Figure 1. Sequential cells coloured by netlist name (run 1).
Scale: 3 px per um.
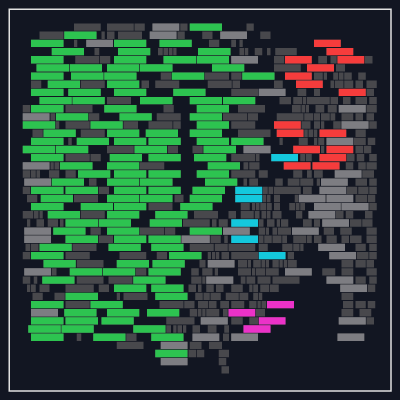
Figure 2. Clock nets (run 1).
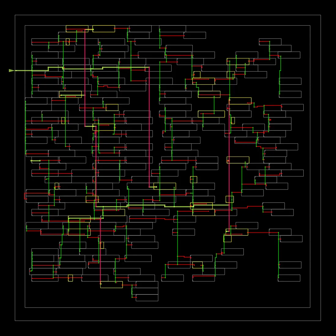
Figure 3. PDN straps and rails (run 1).
Scale: 3 px per um. Pins as bars on the die edge.
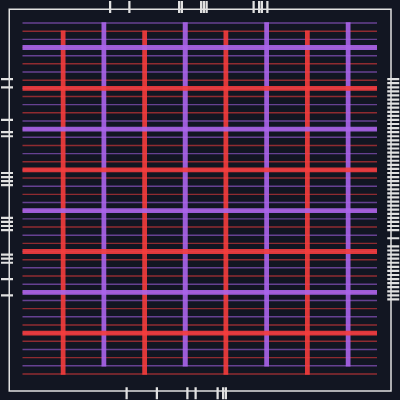
File: src/rtl/fir_stream_ctrl.sv
// rtl/fir_stream_ctrl.sv - valid/ready streaming wrapper around a start/done FIR filter
//
// Samples enter through a small FIFO and are handed to the filter one at a time.
// Each filtered result is then presented downstream on a valid/ready stream.
//
// Ports:
//   clock, reset             rising-edge clock, asynchronous active-high reset
//   in_data/in_valid/in_ready    upstream sample stream into the FIFO
//   fir_start, fir_sample        one-cycle start pulse and held sample to the filter
//   fir_done, fir_result         filter completion level and result
//   out_data/out_valid/out_ready downstream result stream
//   timeout_err                  sticky flag: a filter run was abandoned
//   sample_count                 results delivered downstream, wrapping 16-bit

module fir_stream_ctrl #(
    parameter int DATA_W     = 16,
    parameter int FIFO_DEPTH = 8,
    parameter int TIMEOUT    = 64
) (
    input  logic              clock,
    input  logic              reset,
    input  logic [DATA_W-1:0] in_data,
    input  logic              in_valid,
    output logic              in_ready,
    output logic              fir_start,
    output logic [DATA_W-1:0] fir_sample,
    input  logic              fir_done,
    input  logic [DATA_W-1:0] fir_result,
    output logic [DATA_W-1:0] out_data,
    output logic              out_valid,
    input  logic              out_ready,
    output logic              timeout_err,
    output logic [15:0]       sample_count
);

    localparam int PTR_W = $clog2(FIFO_DEPTH);
    localparam int CNT_W = PTR_W + 1;
    localparam int TMO_W = $clog2(TIMEOUT);

    typedef enum logic [1:0] {
        S_IDLE,
        S_ISSUE,
        S_WAIT,
        S_HOLD
    } state_t;

    state_t            state;
    logic [DATA_W-1:0] mem [FIFO_DEPTH];
    logic [PTR_W-1:0]  wr_ptr;
    logic [PTR_W-1:0]  rd_ptr;
    logic [CNT_W-1:0]  count;
    logic              done_q;
    logic [TMO_W-1:0]  wait_cnt;
    logic              push;
    logic              pop;
    logic              rise;

    // in_ready depends only on the registered count, never on in_valid.
    assign in_ready  = (count != CNT_W'(FIFO_DEPTH));
    assign push      = in_valid & in_ready;
    // The FIFO is only drained on the IDLE -> ISSUE transition.
    assign pop       = (state == S_IDLE) && (count != '0);
    // Edge detect: a done level already high when WAIT is entered is not a new result.
    assign rise      = fir_done & ~done_q;
    assign fir_start = (state == S_ISSUE);

    // Storage needs no reset; only pointers and count define what is valid.
    always_ff @(posedge clock) begin
        if (push) begin
            mem[wr_ptr] <= in_data;
        end
    end

    always_ff @(posedge clock or posedge reset) begin
        if (reset) begin
            wr_ptr <= '0;
            rd_ptr <= '0;
            count  <= '0;
            done_q <= 1'b0;
        end else begin
            done_q <= fir_done;
            if (push) begin
                wr_ptr <= wr_ptr + 1'b1;
            end
            if (pop) begin
                rd_ptr <= rd_ptr + 1'b1;
            end
            case ({push, pop})
                2'b10:   count <= count + 1'b1;
                2'b01:   count <= count - 1'b1;
                default: count <= count;
            endcase
        end
    end

    always_ff @(posedge clock or posedge reset) begin
        if (reset) begin
            state        <= S_IDLE;
            fir_sample   <= '0;
            out_data     <= '0;
            out_valid    <= 1'b0;
            timeout_err  <= 1'b0;
            sample_count <= '0;
            wait_cnt     <= '0;
        end else begin
            case (state)
                S_IDLE: begin
                    if (pop) begin
                        fir_sample <= mem[rd_ptr];
                        state      <= S_ISSUE;
                    end
                end
                S_ISSUE: begin
                    wait_cnt <= '0;
                    state    <= S_WAIT;
                end
                S_WAIT: begin
                    if (rise) begin
                        out_data  <= fir_result;
                        out_valid <= 1'b1;
                        state     <= S_HOLD;
                    end else if (wait_cnt == TMO_W'(TIMEOUT - 1)) begin
                        // Give up on this sample; the result is never delivered.
                        timeout_err <= 1'b1;
                        state       <= S_IDLE;
                    end else begin
                        wait_cnt <= wait_cnt + 1'b1;
                    end
                end
                S_HOLD: begin
                    if (out_ready) begin
                        out_valid    <= 1'b0;
                        sample_count <= sample_count + 16'd1;
                        state        <= S_IDLE;
                    end
                end
                default: state <= S_IDLE;
            endcase
        end
    end

endmodule

File: config.mk
export PLATFORM = sky130hd
export DESIGN_NAME = fir_stream_ctrl
export DESIGN_NICKNAME = d
export VERILOG_FILES = /design/src/rtl/fir_stream_ctrl.sv
export SDC_FILE = /design/constraint.sdc
export NUM_CORES = 1
export LEC_CHECK = 0
export CAP_MARGIN = 10
export CORE_MARGIN = 4
export CORE_UTILIZATION = 56
export DETAILED_ROUTE_END_ITERATION = 12
export PLACE_DENSITY = 0.91
export SYNTH_ARGS = -nofsm -noshare
export SYNTH_HDL_FRONTEND = slang
export SYNTH_SLANG_ARGS = --single-unit
File: constraint.sdc
create_clock -name clock -period 3.16 [get_ports clock]
set_input_delay 0.632 -clock clock [delete_from_list [all_inputs] [get_ports clock]]
set_output_delay 0.632 -clock clock [all_outputs]
set_load 0.1 [all_outputs]
==> impl_metrics.env, run 1 <==
# source this file to load flow results
export IMPL_run_status="complete, no violations"
export IMPL_tightest_hold_margin_ns=0.4836
export IMPL_first_global_vias=4624
export IMPL_yosys_stat_chipArea_um2=7896
export IMPL_ys_warnings_count=0
export IMPL_mi_logic_area_um2=2175
export IMPL_cts_htree_levels=4
export IMPL_drt_iter0_drc=283
export IMPL_setup_viol=0
export IMPL_cts_resized_gates=0
export IMPL_worstPathArrival_ns=2.54
export IMPL_start_to_end_type_of_the_worst_setup_path="reg -> reg"
export IMPL_core_util_floorplan=0.5711
export IMPL_grt_antenna_before_repair=0
export IMPL_synth_compound_area_share=0.03248
export IMPL_pin_count_of_the_biggest_net_entering_global_routing=70
export IMPL_yosys_most_used_dff="sky130_fd_sc_hd__edfxtp_1"
export IMPL_globalRouteOverflowTotal=0
export IMPL_yosys_top_cells_count="sky130_fd_sc_hd__edfxtp_1 (128), sky130_fd_sc_hd__dfrtp_1 (69), sky130_fd_sc_hd__nand2_1 (35), sky130_fd_sc_hd__mux4_2 (30), sky130_fd_sc_hd__mux2_2 (19)"
export IMPL_number_of_design_rule_violations_left_after_detail_routing=0
export IMPL_vias=4269
export IMPL_i_o_pin_cnt=89
export IMPL_avgRoutedWirePerCell_um=19.75
export IMPL_cts_sinks=197
export IMPL_synth_cells_yosys=455
export IMPL_drt_antenna_violating_nets=0
export IMPL_netlist_area_um2=7896
export IMPL_max_clock_freq_mhz=446.4
export IMPL_floorplan_rows=43
export IMPL_cap_violations=0
export IMPL_critPathTopFamily="simple AND/OR/NAND/NOR gates"
export IMPL_yosys_area_share_adder=0.01743
export IMPL_worst_slew_pin_transition_ns=0.7350
export IMPL_post_route_cells_drive_above_1_share=0.2767
export IMPL_synth_seq_cells=197
export IMPL_fin_setup_tns_ns=0
export IMPL_clock_skew_ns=0.008925
export IMPL_die_area_um2=16060
export IMPL_critical_path_n_buffers_inverters=0
export IMPL_leakagePower_nw=3.583
export IMPL_fillers=885
export IMPL_synth_top_cell_by_count="sky130_fd_sc_hd__edfxtp_1"
export IMPL_tritoncts_clock_tree="yes"
export IMPL_antenna_diode_count=0
export IMPL_finalHoldViolations=0
export IMPL_critical_path_startpoint_type="flip-flop"
export IMPL_area_leaders="sky130_fd_sc_hd__edfxtp_1 (49%), sky130_fd_sc_hd__dfrtp_1 (22%), sky130_fd_sc_hd__mux4_2 (8.6%)"
export IMPL_synth_xor_xnor_area_share=0.02662
export IMPL_number_of_enable_type_register_cells_in_the_synthesized_netlist=128
export IMPL_fin_crit_ns=2.240
export IMPL_io_buffers=88
export IMPL_lay_top_cells="sky130_fd_sc_hd__edfxtp_1 (128), sky130_fd_sc_hd__dfrtp_1 (68), sky130_fd_sc_hd__buf_4 (65), sky130_fd_sc_hd__clkdlybuf4s50_1 (36), sky130_fd_sc_hd__nand2_1 (35)"
export IMPL_worst_slew_margin_rel=0.5100
About Figure 1:
[sample_count] red | flops: 16 | where: upper right
[mem] green | flops: 128
[count] magenta | flops: 4
[wait_cnt] cyan | flops: 6
total area of sequential cells: 5572 um^2
utilization after layout: 0.6819
flip-flop and latch share of the layout cell area: 0.5909
sequential logic power: 0.00377 W

About Figure 2:
clock buffer count: 20
clock buffers created by TritonCTS: 17
clk_lat worst skew: 0.42 ns

About Figure 3:
[VDD] purple
[VSS] red
met5 straps: 8
rows: 43
met4 straps: 8
met1 rails: 44
signal pins: 89
worst vdd ir: 0.0008506 V
overall die height: 126.7 um
area of the core region: 13830 um^2
die span in x: 126.7 um

run 1: layout make-up:
class / instances / area share
Clock buffer: 20 / 0.04843
Clock inverter: 12 / 0.01088
Inverter: 8 / 0.003185
Multi-Input combinational cell: 232 / 0.2306
Sequential cell: 197 / 0.5909
Tap cell: 180 / 0.02389
Timing Repair Buffer: 102 / 0.09209
run 1: power by group:
group / internal [W] / switching (W)
clock: 0.00113 / 0.000888
sequential: 0.00335 / 0.000424
combinational: 0.00134 / 0.00297
run 1: through the flow:
stage | instance area, um^2 | power [W] | utilization | setup slack, ns
CTS | 9429 | 0.01018 | 0.6819 | 0.9135
floorplan | 7903 | 0.007236 | - | 0.03431
global route | 9429 | 0.01058 | 0.6819 | 0.6959
detailed placement | 8870 | 0.008165 | 0.6415 | 0.5362
global placement | 8870 | 0.008004 | 0.6415 | 0.6074
finish | 9429 | 0.01009 | 0.6819 | 0.9198
run 1: worst register-to-register path, cell delays in order (launching register included):
cell	delay, ns
sky130_fd_sc_hd__dfrtp_1	0.46
sky130_fd_sc_hd__nor3_1	0.19
sky130_fd_sc_hd__nand2_1	0.15
sky130_fd_sc_hd__nand2_2	0.23
sky130_fd_sc_hd__ha_1	0.29
sky130_fd_sc_hd__xor2_1	0.09
sky130_fd_sc_hd__ha_1	0.18
sky130_fd_sc_hd__a21oi_1	0.15
sky130_fd_sc_hd__xor2_1	0.16
sky130_fd_sc_hd__nor2_1	0.06
sky130_fd_sc_hd__xor2_1	0.14
run 1: flip-flops by register name (all words and copies together), names as in the netlist:
name	cells
state	2
rd_ptr	3
out_data	16
wr_ptr	3
mem	128
done_q	1
wait_cnt	6
timeout_err	1
sample_count	16
out_valid	1
fir_sample	16
count	4
run 1: path summary, 6_finish.rpt:
check,depth (start not counted),slack [ns],endpoint,startpoint
max,10,0.92,count[2]$_DFFE_PP0P_,count[1]$_DFFE_PP0P_
min,1,0.48,sample_count[15]$_DFFE_PP0P_,sample_count[15]$_DFFE_PP0P_
max reg2reg,10,0.92,count[2]$_DFFE_PP0P_,count[1]$_DFFE_PP0P_
min reg2reg,1,0.48,sample_count[15]$_DFFE_PP0P_,sample_count[15]$_DFFE_PP0P_
max in group asynchronous,3,2.24,rd_ptr[0]$_DFFE_PP0P_,reset
min in group asynchronous,3,0.62,fir_sample[3]$_DFFE_PP0P_,reset
run 1: routing by layer:
layer	part of all wire	global-route usage
met4	0.017	0.07760
met2	0.50	0.3288
met5	0	0
met3	0.078	0.04168
met1	0.40	0.2526
run 1: cell families (layout without fill, tap and decap cells):
logic type               after synthesis  in the layout
buffers and inverters                 26            142
XOR/XNOR                              24             24
multiplexers                          68             68
AND/OR/NAND/NOR                       87             87
adder cells (fa/ha/maj)               11             11
flip-flops                           197            197
AND-OR/OR-AND                         42             42
Figure 4. The metal 2 layer (run 1).
Scale: 3 px per um.
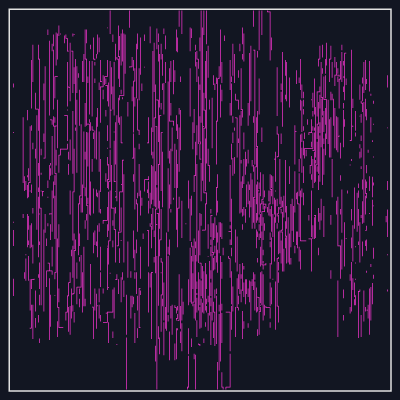

==> run 2, diff against run 1 <==
--- a/config.mk
+++ b/config.mk
@@ -7,9 +7,9 @@
 export LEC_CHECK = 0
 export CAP_MARGIN = 10
 export CORE_MARGIN = 4
-export CORE_UTILIZATION = 56
+export CORE_UTILIZATION = 50
 export DETAILED_ROUTE_END_ITERATION = 12
-export PLACE_DENSITY = 0.91
+export PLACE_DENSITY = 0.86
 export SYNTH_ARGS = -nofsm -noshare
 export SYNTH_HDL_FRONTEND = slang
 export SYNTH_SLANG_ARGS = --single-unit
==> constraint.sdc (replaced) <==
create_clock -name clock -period 1.8 [get_ports clock]
set_input_delay 0.36 -clock clock [delete_from_list [all_inputs] [get_ports clock]]
set_output_delay 0.36 -clock clock [all_outputs]
set_load 0.1 [all_outputs]
Figure 5. The metal 2 layer (run 2).
Scale: 3 px per um.
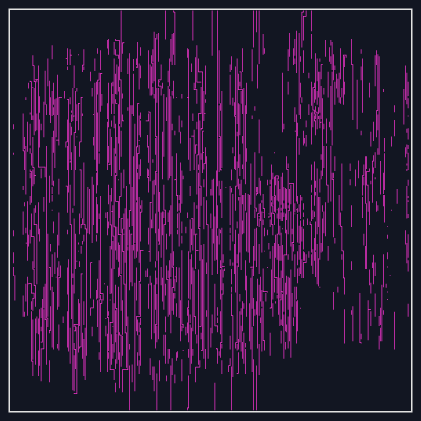
share of all routed wire: 53%
nets with wire on the layer: 587
main direction: vertical
wire length on this layer: 9190 um
longest straight run: 58.5 um
vias: 4518
GR met2 Demand/Resource: 0.3442
routed wire length: 17230 um

Figure 6. Clock nets (run 2).
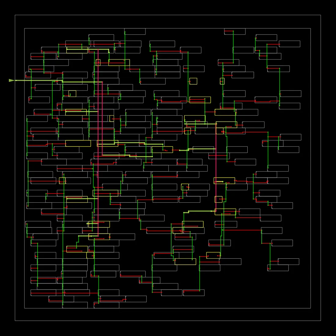
clock buffer count: 17
clk_lat worst skew: 0.43 ns
count of sequential standard cells: 197

==> impl_metrics.env, run 2 <==
# source this file to load flow results
export IMPL_run_status="finished, violations left"
export IMPL_failed_checks="negative setup slack"
export IMPL_ys_warnings_count=0
export IMPL_max_clock_freq_mhz=489.3
export IMPL_post_route_cells_drive_above_1_share=0.3764
export IMPL_finalHoldViolations=0
export IMPL_cap_violations=0
export IMPL_i_o_pin_cnt=89
export IMPL_critical_path_n_buffers_inverters=1
export IMPL_cts_htree_levels=4
export IMPL_area_leaders="sky130_fd_sc_hd__edfxtp_1 (49%), sky130_fd_sc_hd__dfrtp_1 (22%), sky130_fd_sc_hd__mux4_2 (8.6%)"
export IMPL_tritoncts_clock_tree="yes"
export IMPL_pre_cts_slack_ns=-0.3423
export IMPL_critical_path_depth=10
export IMPL_worstPathArrival_ns=2.36
export IMPL_number_of_design_rule_violations_left_after_detail_routing=0
export IMPL_critPathTopFamily="simple AND/OR/NAND/NOR gates"
export IMPL_drt_iter0_drc=274
export IMPL_synth_top_cell_by_count="sky130_fd_sc_hd__edfxtp_1"
export IMPL_cts_buffers=17
export IMPL_final_nets=646
export IMPL_area_sequential_um2=5589
export IMPL_setup_viol=68
export IMPL_die_area_um2=17870
export IMPL_r2r_end="count[2]$_DFFE_PP0P_"
export IMPL_worst_slack_ns=-0.2436
export IMPL_max_flop_register="mem"
export IMPL_chipHeight_um=133.7
export IMPL_start_to_end_type_of_the_worst_setup_path="reg -> reg"
export IMPL_reg2reg_depth=10
export IMPL_placed_area_um2=10030
export IMPL_critical_path_startpoint_type="flip-flop"
export IMPL_avgRoutedWirePerCell_um=20.97
export IMPL_largest_register_ff_count=128
export IMPL_drt_antenna_violating_nets=0
export IMPL_worst_slew_margin_rel=0.6985
export IMPL_post_route_cell_area_um2=10890
export IMPL_leakagePower_nw=4.086
export IMPL_yosys_most_used_dff="sky130_fd_sc_hd__edfxtp_1"
export IMPL_yosys_top_cells_count="sky130_fd_sc_hd__edfxtp_1 (128), sky130_fd_sc_hd__dfrtp_1 (69), sky130_fd_sc_hd__nand2_1 (35), sky130_fd_sc_hd__mux4_2 (30), sky130_fd_sc_hd__mux2_2 (19)"
export IMPL_core_region_area_um2=15310
export IMPL_number_of_enable_type_register_cells_in_the_synthesized_netlist=128
export IMPL_antenna_diode_count=0
export IMPL_io_buffers=88
export IMPL_globalRouteOverflowTotal=0
export IMPL_worst_slew_pin_transition_ns=0.4522
export IMPL_ir_drop_v=0.001285
export IMPL_first_global_vias=4822
export IMPL_pin_count_of_the_biggest_net_entering_global_routing=70
export IMPL_fin_crit_ns=2.044
export IMPL_floorplan_rows=45
export IMPL_synth_seq_cells=197
export IMPL_lay_top_cells="sky130_fd_sc_hd__edfxtp_1 (128), sky130_fd_sc_hd__buf_12 (65), sky130_fd_sc_hd__dfrtp_1 (54), sky130_fd_sc_hd__clkdlybuf4s50_1 (36), sky130_fd_sc_hd__nand2_1 (34)"
export IMPL_netlist_area_um2=7896
export IMPL_grt_antenna_before_repair=0
export IMPL_synth_cells_yosys=455
export IMPL_rr_startpoint="count[0]$_DFFE_PP0P_"
export IMPL_core_util_floorplan=0.5156
export IMPL_die_w_um=133.7
[run 2: cell counts after synthesis]
No cell type changed its count.
[run 2: worst max path at each step]
stage	from	endpoint	slack [ns]
floorplan	count[0]$_DFFE_PP0P_	count[2]$_DFFE_PP0P_	-0.26
detailed placement	in_valid	count[2]$_DFFE_PP0P_	-0.34
global route	count[0]$_DFFE_PP0P_	count[2]$_DFFE_PP0P_	-0.33
finish	count[0]$_DFFE_PP0P_	count[2]$_DFFE_PP0P_	-0.24
global placement	in_valid	count[2]$_DFFE_PP0P_	-0.28
CTS	count[2]$_DFFE_PP0P_	count[2]$_DFFE_PP0P_	-0.21
[run 2: metal layers]
layer,track usage,routed length [um],vias up
li1,-,-,2030
met1,0.2500,6732,2290
met2,0.3442,9188,168
met3,0.03890,946,30
met4,0.06914,367,0
met5,0,0,-
[run 2: stage by stage]
stage / hold WS (ns) / instances / setup TNS, ns / util
after floorplan: 0.3914 / 455 / -5.390 / -
after global placement: 0.5030 / 775 / -17.44 / 0.6551
after detailed placement: 0.5087 / 775 / -21.05 / 0.6551
after CTS: 0.4013 / 820 / -9.324 / 0.7065
after global routing: 0.4175 / 822 / -13.42 / 0.7109
final: 0.3766 / 822 / -9.017 / 0.7109
[run 2: repair_timing]
item                       in CTS  in global routing
pin swaps                       6                  4
setup endpoints to repair      68                140
buffers inserted               15                  1
resized                        14                  9
hold endpoints to repair        0                  0
cloned                          2                  1
[run 2: tightest hold or removal path, cell delays in order]
cell and delay [ns]:
sky130_fd_sc_hd__clkdlybuf4s50_1 0.44, sky130_fd_sc_hd__clkinvlp_4 0.10, sky130_fd_sc_hd__buf_12 0.32
[run 2: layout make-up]
class                           count  share of cell area
Tap cell                          211             0.02425
Inverter                            8            0.003333
Sequential cell                   197              0.5134
Timing Repair Buffer              142              0.1901
Clock inverter                     15             0.01563
Clock buffer                       17             0.03908
Multi-Input combinational cell    232              0.2142
[run 2: where the power goes]
group          switching (W)  internal, W
logic                0.00588      0.00419
clock network        0.00172      0.00208
registers           0.000791      0.00589
total                0.00839       0.0122
[run 2: kinds of logic after synthesis]
logic type / share of synthesized area
AND-OR/OR-AND: 0.03249
XOR/XNOR: 0.02662
adder cells (fa/ha/maj): 0.01743
buffers and inverters: 0.02250
flip-flops: 0.7054
multiplexers: 0.1409
AND/OR/NAND/NOR: 0.05467
No activity file was given, so power comes from the tool's default toggle rates.
